--- config.mk ---
export PLATFORM = sky130hd
export DESIGN_NAME = mem_stage_flat
export DESIGN_NICKNAME = d
export VERILOG_FILES = /design/src/rtl/mem_pkg.sv /design/src/rtl/mem_stage_if.sv /design/src/rtl/mem_load_format.sv /design/src/rtl/mem_stage.sv /design/src/flat_wrapper.sv
export SDC_FILE = /design/constraint.sdc
export NUM_CORES = 1
export LEC_CHECK = 0
export CORE_MARGIN = 2
export CORE_UTILIZATION = 40
export CTS_BUF_LIST = sky130_fd_sc_hd__clkbuf_8
export DETAILED_ROUTE_END_ITERATION = 7
export PLACE_DENSITY_LB_ADDON = 0.3
export SYNTH_ARGS = -nofsm -noshare
export SYNTH_HDL_FRONTEND = slang
export SYNTH_SLANG_ARGS = --single-unit
--- constraint.sdc ---
create_clock -name clk -period 1.7 [get_ports clk]
set_input_delay 0.17 -clock clk [delete_from_list [all_inputs] [get_ports clk]]
set_output_delay 0.17 -clock clk [all_outputs]
set_load 0.02 [all_outputs]
--- src/rtl/mem_pkg.sv ---
// Shared memory-stage encodings: op/size codes, FSM states, byte-lane layout and
// store lane helpers. The execute stage uses the same encodings.
package mem_pkg;
  localparam int NUM_LANES = 4;
  localparam int LANE_W    = 8;
  localparam int DATA_W    = NUM_LANES * LANE_W;

  typedef enum logic [1:0] {
    MEM_NONE  = 2'b00,
    MEM_LOAD  = 2'b01,
    MEM_STORE = 2'b10,
    MEM_RSVD  = 2'b11
  } mem_op_e;

  typedef enum logic [1:0] {
    SZ_BYTE = 2'b00,
    SZ_HALF = 2'b01,
    SZ_WORD = 2'b10,
    SZ_ILL  = 2'b11
  } mem_size_e;

  typedef enum logic {
    ST_IDLE = 1'b0,
    ST_WAIT = 1'b1
  } mem_state_e;

  function automatic logic is_misaligned(input mem_size_e size, input logic [1:0] off);
    case (size)
      SZ_BYTE: is_misaligned = 1'b0;
      SZ_HALF: is_misaligned = off[0];
      SZ_WORD: is_misaligned = (off != 2'b00);
      default: is_misaligned = 1'b1;
    endcase
  endfunction

  function automatic logic [NUM_LANES-1:0] store_strb(input mem_size_e size, input logic [1:0] off);
    case (size)
      SZ_BYTE: store_strb = 4'b0001 << off;
      SZ_HALF: store_strb = off[1] ? 4'b1100 : 4'b0011;
      default: store_strb = 4'b1111;
    endcase
  endfunction

  // Store data is replicated across lanes so the strobe alone selects placement.
  function automatic logic [DATA_W-1:0] store_data(input mem_size_e size, input logic [DATA_W-1:0] din);
    case (size)
      SZ_BYTE: store_data = {NUM_LANES{din[LANE_W-1:0]}};
      SZ_HALF: store_data = {2{din[2*LANE_W-1:0]}};
      default: store_data = din;
    endcase
  endfunction
endpackage

--- src/rtl/mem_stage_if.sv ---
// Data-memory request/response bus between the memory stage and the data memory.
interface mem_stage_if #(parameter int ADDR_W = 32);
  logic              dmemReq;
  logic              dmemWe;
  logic [ADDR_W-1:0] dmemAddr;
  logic [31:0]       dmemWdata;
  logic [3:0]        dmemWstrb;
  logic              dmemAck;
  logic [31:0]       dmemRdata;

  modport master (
    output dmemReq, dmemWe, dmemAddr, dmemWdata, dmemWstrb,
    input  dmemAck, dmemRdata
  );

  modport slave (
    input  dmemReq, dmemWe, dmemAddr, dmemWdata, dmemWstrb,
    output dmemAck, dmemRdata
  );
endinterface

--- src/rtl/mem_load_format.sv ---
// Load data formatting: shift the addressed lane down, then sign/zero-extend.
module mem_load_format
  import mem_pkg::*;
(
  input  logic [DATA_W-1:0] rdata,
  input  logic [1:0]        off,
  input  mem_size_e         size,
  input  logic              uns,
  output logic [DATA_W-1:0] data
);
  logic [DATA_W-1:0] lane;

  always_comb begin
    lane = rdata >> {off, 3'b000};
    case (size)
      SZ_BYTE: data = {{(DATA_W-LANE_W){~uns & lane[LANE_W-1]}}, lane[LANE_W-1:0]};
      SZ_HALF: data = {{(DATA_W-2*LANE_W){~uns & lane[2*LANE_W-1]}}, lane[2*LANE_W-1:0]};
      default: data = lane;
    endcase
  end
endmodule

--- src/rtl/mem_stage.sv ---
// Memory pipeline stage: issues aligned loads/stores, holds the pipe until the
// memory acks, formats load data and drives writeback.
module mem_stage
  import mem_pkg::*;
#(
  parameter int ADDR_W = 32
) (
  input  logic        clk,
  input  logic        reset,
  input  logic [31:0] aluIn,
  input  logic [1:0]  memOpIn,
  input  logic [1:0]  memSizeIn,
  input  logic        loadUnsigned,
  input  logic [31:0] memDin,
  input  logic [4:0]  rdIn,
  input  logic        regWriteIn,
  mem_stage_if.master dmem,
  output logic [31:0] wbData,
  output logic [4:0]  wbRd,
  output logic        wbEn,
  output logic        stallOut,
  output logic        misalign
);
  mem_state_e        state_q, state_d;
  logic              req_q, req_d;
  logic              we_q, we_d;
  logic [ADDR_W-1:0] addr_q, addr_d;
  logic [31:0]       wdata_q, wdata_d;
  logic [3:0]        wstrb_q, wstrb_d;
  logic [31:0]       wb_data_q, wb_data_d;
  logic [4:0]        wb_rd_q, wb_rd_d;
  logic              wb_en_q, wb_en_d;
  logic              misalign_q, misalign_d;
  logic [1:0]        off_q, off_d;
  mem_size_e         size_q, size_d;
  logic              uns_q, uns_d;
  logic [4:0]        rd_q, rd_d;
  logic              regwr_q, regwr_d;

  logic [31:0] load_data;
  mem_size_e   size_in;
  logic        is_mem;

  assign size_in = mem_size_e'(memSizeIn);
  assign is_mem  = (memOpIn == MEM_LOAD) || (memOpIn == MEM_STORE);

  mem_load_format u_fmt (
    .rdata (dmem.dmemRdata),
    .off   (off_q),
    .size  (size_q),
    .uns   (uns_q),
    .data  (load_data)
  );

  always_comb begin
    state_d    = state_q;
    req_d      = req_q;
    we_d       = we_q;
    addr_d     = addr_q;
    wdata_d    = wdata_q;
    wstrb_d    = wstrb_q;
    wb_data_d  = wb_data_q;
    wb_rd_d    = wb_rd_q;
    wb_en_d    = 1'b0;
    misalign_d = 1'b0;
    off_d      = off_q;
    size_d     = size_q;
    uns_d      = uns_q;
    rd_d       = rd_q;
    regwr_d    = regwr_q;
    case (state_q)
      ST_IDLE: begin
        if (!is_mem) begin
          wb_data_d = aluIn;
          wb_rd_d   = rdIn;
          wb_en_d   = regWriteIn;
        end else if (is_misaligned(size_in, aluIn[1:0])) begin
          misalign_d = 1'b1;
        end else begin
          state_d = ST_WAIT;
          req_d   = 1'b1;
          we_d    = (memOpIn == MEM_STORE);
          addr_d  = {aluIn[ADDR_W-1:2], 2'b00};
          wstrb_d = (memOpIn == MEM_STORE) ? store_strb(size_in, aluIn[1:0]) : 4'b0000;
          wdata_d = (memOpIn == MEM_STORE) ? store_data(size_in, memDin) : 32'h0;
          off_d   = aluIn[1:0];
          size_d  = size_in;
          uns_d   = loadUnsigned;
          rd_d    = rdIn;
          regwr_d = regWriteIn;
        end
      end
      ST_WAIT: begin
        // Bus outputs are frozen until the ack is seen.
        if (dmem.dmemAck) begin
          state_d = ST_IDLE;
          req_d   = 1'b0;
          if (!we_q) begin
            wb_data_d = load_data;
            wb_rd_d   = rd_q;
            wb_en_d   = regwr_q;
          end
        end
      end
      default: state_d = ST_IDLE;
    endcase
  end

  always_ff @(posedge clk) begin
    if (reset) begin
      state_q    <= ST_IDLE;
      req_q      <= 1'b0;
      we_q       <= 1'b0;
      addr_q     <= '0;
      wdata_q    <= '0;
      wstrb_q    <= '0;
      wb_data_q  <= '0;
      wb_rd_q    <= '0;
      wb_en_q    <= 1'b0;
      misalign_q <= 1'b0;
      off_q      <= '0;
      size_q     <= SZ_BYTE;
      uns_q      <= 1'b0;
      rd_q       <= '0;
      regwr_q    <= 1'b0;
    end else begin
      state_q    <= state_d;
      req_q      <= req_d;
      we_q       <= we_d;
      addr_q     <= addr_d;
      wdata_q    <= wdata_d;
      wstrb_q    <= wstrb_d;
      wb_data_q  <= wb_data_d;
      wb_rd_q    <= wb_rd_d;
      wb_en_q    <= wb_en_d;
      misalign_q <= misalign_d;
      off_q      <= off_d;
      size_q     <= size_d;
      uns_q      <= uns_d;
      rd_q       <= rd_d;
      regwr_q    <= regwr_d;
    end
  end

  assign dmem.dmemReq   = req_q;
  assign dmem.dmemWe    = we_q;
  assign dmem.dmemAddr  = addr_q;
  assign dmem.dmemWdata = wdata_q;
  assign dmem.dmemWstrb = wstrb_q;
  assign wbData         = wb_data_q;
  assign wbRd           = wb_rd_q;
  assign wbEn           = wb_en_q;
  assign misalign       = misalign_q;
  assign stallOut       = (state_q == ST_WAIT);
endmodule

--- src/flat_wrapper.sv ---
// flat-port wrapper written by rule: the top's interface ports become plain ports
module mem_stage_flat import mem_pkg::*;
#(
  parameter int ADDR_W = 32
)
  (clk, reset, aluIn, memOpIn, memSizeIn, loadUnsigned, memDin, rdIn, regWriteIn, wbData, wbRd, wbEn, stallOut, misalign, dmem_dmemReq, dmem_dmemWe, dmem_dmemAddr, dmem_dmemWdata, dmem_dmemWstrb, dmem_dmemAck, dmem_dmemRdata);
  mem_stage_if #(.ADDR_W(ADDR_W)) dmem_i ();
  input  logic clk;
  input  logic reset;
  input  logic [31:0] aluIn;
  input  logic [1:0] memOpIn;
  input  logic [1:0] memSizeIn;
  input  logic loadUnsigned;
  input  logic [31:0] memDin;
  input  logic [4:0] rdIn;
  input  logic regWriteIn;
  output logic [31:0] wbData;
  output logic [4:0] wbRd;
  output logic wbEn;
  output logic stallOut;
  output logic misalign;
  output wire logic [$bits(dmem_i.dmemReq)-1:0] dmem_dmemReq;
  output wire logic [$bits(dmem_i.dmemWe)-1:0] dmem_dmemWe;
  output wire logic [$bits(dmem_i.dmemAddr)-1:0] dmem_dmemAddr;
  output wire logic [$bits(dmem_i.dmemWdata)-1:0] dmem_dmemWdata;
  output wire logic [$bits(dmem_i.dmemWstrb)-1:0] dmem_dmemWstrb;
  input wire logic [$bits(dmem_i.dmemAck)-1:0] dmem_dmemAck;
  input wire logic [$bits(dmem_i.dmemRdata)-1:0] dmem_dmemRdata;
  assign dmem_dmemReq = dmem_i.dmemReq;
  assign dmem_dmemWe = dmem_i.dmemWe;
  assign dmem_dmemAddr = dmem_i.dmemAddr;
  assign dmem_dmemWdata = dmem_i.dmemWdata;
  assign dmem_dmemWstrb = dmem_i.dmemWstrb;
  assign dmem_i.dmemAck = dmem_dmemAck;
  assign dmem_i.dmemRdata = dmem_dmemRdata;
  mem_stage #(.ADDR_W(ADDR_W)) u_core (.clk(clk), .reset(reset), .aluIn(aluIn), .memOpIn(memOpIn), .memSizeIn(memSizeIn), .loadUnsigned(loadUnsigned), .memDin(memDin), .rdIn(rdIn), .regWriteIn(regWriteIn), .dmem(dmem_i), .wbData(wbData), .wbRd(wbRd), .wbEn(wbEn), .stallOut(stallOut), .misalign(misalign));
endmodule
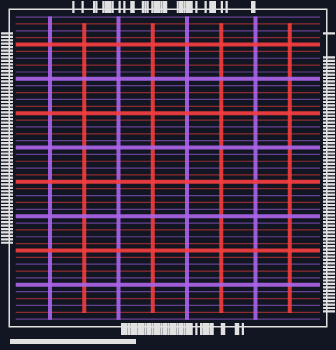
pdn.png
Bar = 50 um. Pins as bars on the die edge.
Key: red = VDD; purple = VSS
8 straps on met4. The core has 44 rows.
VDD IR max: 458 uV
core area: 14400 um^2
Die Ht: 125 um
Chip Width: 125 um

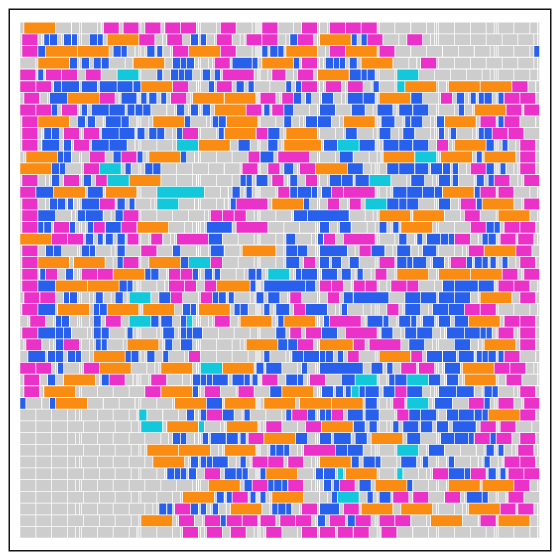
cell_classes.png
Fill, decap, tap and diode cells in gray.
Key: blue = all other logic [cells 520]; cyan = clock drivers and dummy loads [cells 29]; magenta = other buffers and delay cells [cells 277]; orange = flops [cells 119]
Layout Cell Area excl Fill: 8940 um^2
final core occ: 62.0%
Core Rows: 44

==> job_summary.md <==
## Implementation flow summary

| Metric | Value |
|---|---|
| Io pins | `approximately 220` |
| Top cells by count, synth | `nand2_1 (146), dfxtp_1 (119), a21oi_1 (88), mux2i_1 (37), nand3_1 (34)` |
| GR Layer Usage met1 | `between 30 and 40%` |
| Cell with the most instances after synthesis | `nand2_1` |
| Yosys cell types | `approximately 51` |
| GR Util met2 | `40.0%` |
| Busiest grt layer | `met2` |
| Non-filler cells, final | `1129` |
| Switching Fraction | `30.3%` |
| Non-clk bufs | `approximately 280` |
| CTS max path bufs | `2` |
| Crit-path max FO | `9` |
| Register area | `~2400 um^2` |
| CTS sink cnt | `approximately 120` |
| Arrival time at the worst endpoint | `just under 2000 ps` |
| Synthesized area per cell | `8.35 um^2` |
| Critical Path Sink | `u_core.wbData[25]` |
| WP data required | `between 2000 and 2500 ps` |
| CTS tree | `done` |
| Critical Setup Path Class | `reg2reg` |
| Power density cells | `roughly 850 nW/um^2` |
| Yosys top cell by area | `dfxtp_1` |
| Final worst clock skew | `around 9.5 ps` |
| Stages on the worst setup path | `5` |
| Clock network power share | `a little under a third` |
| Routed Wire Length | `19.4 mm` |
| Cell internal pwr | `~5.3 mW` |
| Multi-input gate share of total cell area | `a little over a third` |
| CP max-delay cell | `dfxtp_2` |
| Flops | `approximately 120` |
| Combinational share of power | `28.3%` |
| Drt first pass iters | `6` |
| Lkg Pwr | `roughly 3.2 nW` |
| Clock-cell share of area | `between 3 and 4%` |
| PortBufs | `about 220` |
| Number of non-clock inverters in the layout | `5` |
| #MultiIn Comb | `around 520` |
| Dpl cells | `around 1.1k` |
| Hold Slack | `43.4 ps` |
| Setup violators final | `0` |
| Met3 wire length | `~1.5 mm` |
| Yosys warnings | `0` |
| Kind of end point of the critical path | `flip-flop` |
| HPWL after detailed placement | `around 14 mm` |
| Final slew viol count | `0` |
| Setup crit start | `u_core.size_q[0]` |
| Area Growth Syn to Fin | `52.2%` |
| Mapped Area | `a little under 6000 um^2` |
| Final #Nets | `around 1.0k` |
| N_taps | `about 180` |
| Drt wl/cell | `17.2 um` |
| Slew HR | `62.7%` |
| Worst-Skew Late Latency | `about 440 ps` |
| H-tree depth | `4` |
| Synthesized instance count | `between 700 and 800` |
| Final hold viol count | `0` |
| TNS Setup | `0 ps` |
| DR iter-0 viols | `around 340` |
| R2R depth | `5` |
| Top Consumer | `sequential cells` |
| Cells in synth_stat.txt | `704` |
| Initial antenna violation count | `0` |
| Area contributors post-synth | `dfxtp_1 (41%), nand2_1 (9.3%), a21oi_1 (7.5%)` |
| Worst hold path class | `in2reg` |
| Dominant register cell | `dfxtp_1` |
| DRT met1 WL | `around 8.4 mm` |
| FP Core Util | `roughly two fifths` |
| Status | `completed` |
| GRT overflow | `0` |
| Fill cells | `~1.3k` |
| Worst hold path startpoint | `reset` |
| Buffers & Inverters on Critical Path | `1` |
| Post-synth seq share | `between 40% and 50%` |
| Clock net power | `between 2 and 2.5 mW` |
| WL met2 | `~9.0 mm` |
| Worst Tran Pin Value | `560 ps` |
| Top class by area | `multi-input combinational cells` |
| Slowest cell delay on critical path | `between 400 and 500 ps` |
| RR Endpoint | `u_core.wbData[25]` |
| Area leader share | `between 40 and 50%` |
| CP Launch Type | `flip-flop` |
| Register share of total power | `41.0%` |
| Top layer in use | `met4` |
| Die area | `between 15000 and 20000 um^2` |
| Global Route Usage Sum | `roughly 24%` |
| OpenROAD warning count | `26` |
| Seq area share | `between 20% and 30%` |
| Ant. Diodes | `0` |
| MI comb area | `roughly 3200 um^2` |
| Overall Power | `between 7 and 8 mW` |
| Crit path max-delay family | `AND-OR/OR-AND gates` |
| Routed vias | `6024` |
| Crit path setup slack, layout | `slightly below 80 ps` |
| P_sw | `between 2 and 2.5 mW` |
| R2r startpoint | `u_core.size_q[0]` |
| Ys flops | `around 120` |
| Cell Chain, Critical Path | `mux2i_1 > a221oi_4 > buf_4 > a221oi_1 > o21ai_1` |
| Most instantiated logic cell after routing | `clkdlybuf4s50_1` |
| Post-DP Area | `8560 um^2` |
| Setup slack, reg-to-reg | `a little under 80 ps` |
| Comb. pwr | `between 2 and 2.5 mW` |
| Fmax | `slightly above 600 MHz` |
| Total CTS buffers | `17` |
| Worst slack at placement | `-385 ps` |
| Most frequent cells in the layout | `clkdlybuf4s50_1 (215), nand2_1 (146), dfxtp_1 (115), a21oi_1 (88), buf_4 (50)` |
| Post-route clock period utilization | `between 90% and 100%` |
| WHS Endpoint | `u_core.dmem.dmemAddr[31]` |
| Max-cap violations | `0` |
| RD Place Congestion | `0.856` |
| EDFF count, synth | `0` |
| Vias in the first global route | `roughly 5.9k` |
| Global Route met3 Usage | `a little over 7%` |
| Vias per cell | `5.34` |
| Setup bufs post-CTS | `0` |
| Root cell of the clock tree | `clkbuf_8` |
| Chip Area, Yosys | `5880 um^2` |
| Largest net degree at the start of global routing | `roughly 50` |
| Reg clk slew, reported paths | `~70 ps` |
| Remaining antenna violation count | `0` |
| Layout cell share with drive strength beyond 1 | `about 14%` |
| First-pass GRT wire length | `~31 mm` |
| DR DRC count | `0` |
| Clock buffers | `21` |
| FFs w/ async S/R, synth | `0%` |
| Fin crit period | `about 1600 ps` |
| Buffer share of cell area | `between 30% and 40%` |
| Unrepaired setup endpoints after global routing | `false` |
| Cells on Worst Hold Path | `2` |
| P_seq | `roughly 3.1 mW` |
==> state kept, by name (all words and copies together) (netlist names), 2 cells and up <==
register               flops
u_core.rd_q                5
u_core.dmem.dmemWdata     32
u_core.dmem.dmemAddr      30
u_core.size_q              2
u_core.wbRd                5
u_core.off_q               2
u_core.wbData             32
u_core.dmem.dmemWstrb      4
==> cell families (layout without fill, tap and decap cells) <==
group / after synthesis / after routing / synth area share, %
compound gates: 197 / 197 / 22.4
fa+ha+maj: 1 / 1 / 0.213
buf+inv: 71 / 311 / 5.77
flops: 119 / 119 / 40.5
mux: 59 / 59 / 10.7
other cells: 1 / 2 / 0.0638
simple gates: 256 / 256 / 20.3
==> what timing repair did <==
action | 4_1_cts | 5_1_grt
resized | 2 | 10
hold buffers | 0 | 0
endpoints found under the setup margin | 1 | 20
Power is estimated from default activity; no workload was simulated.
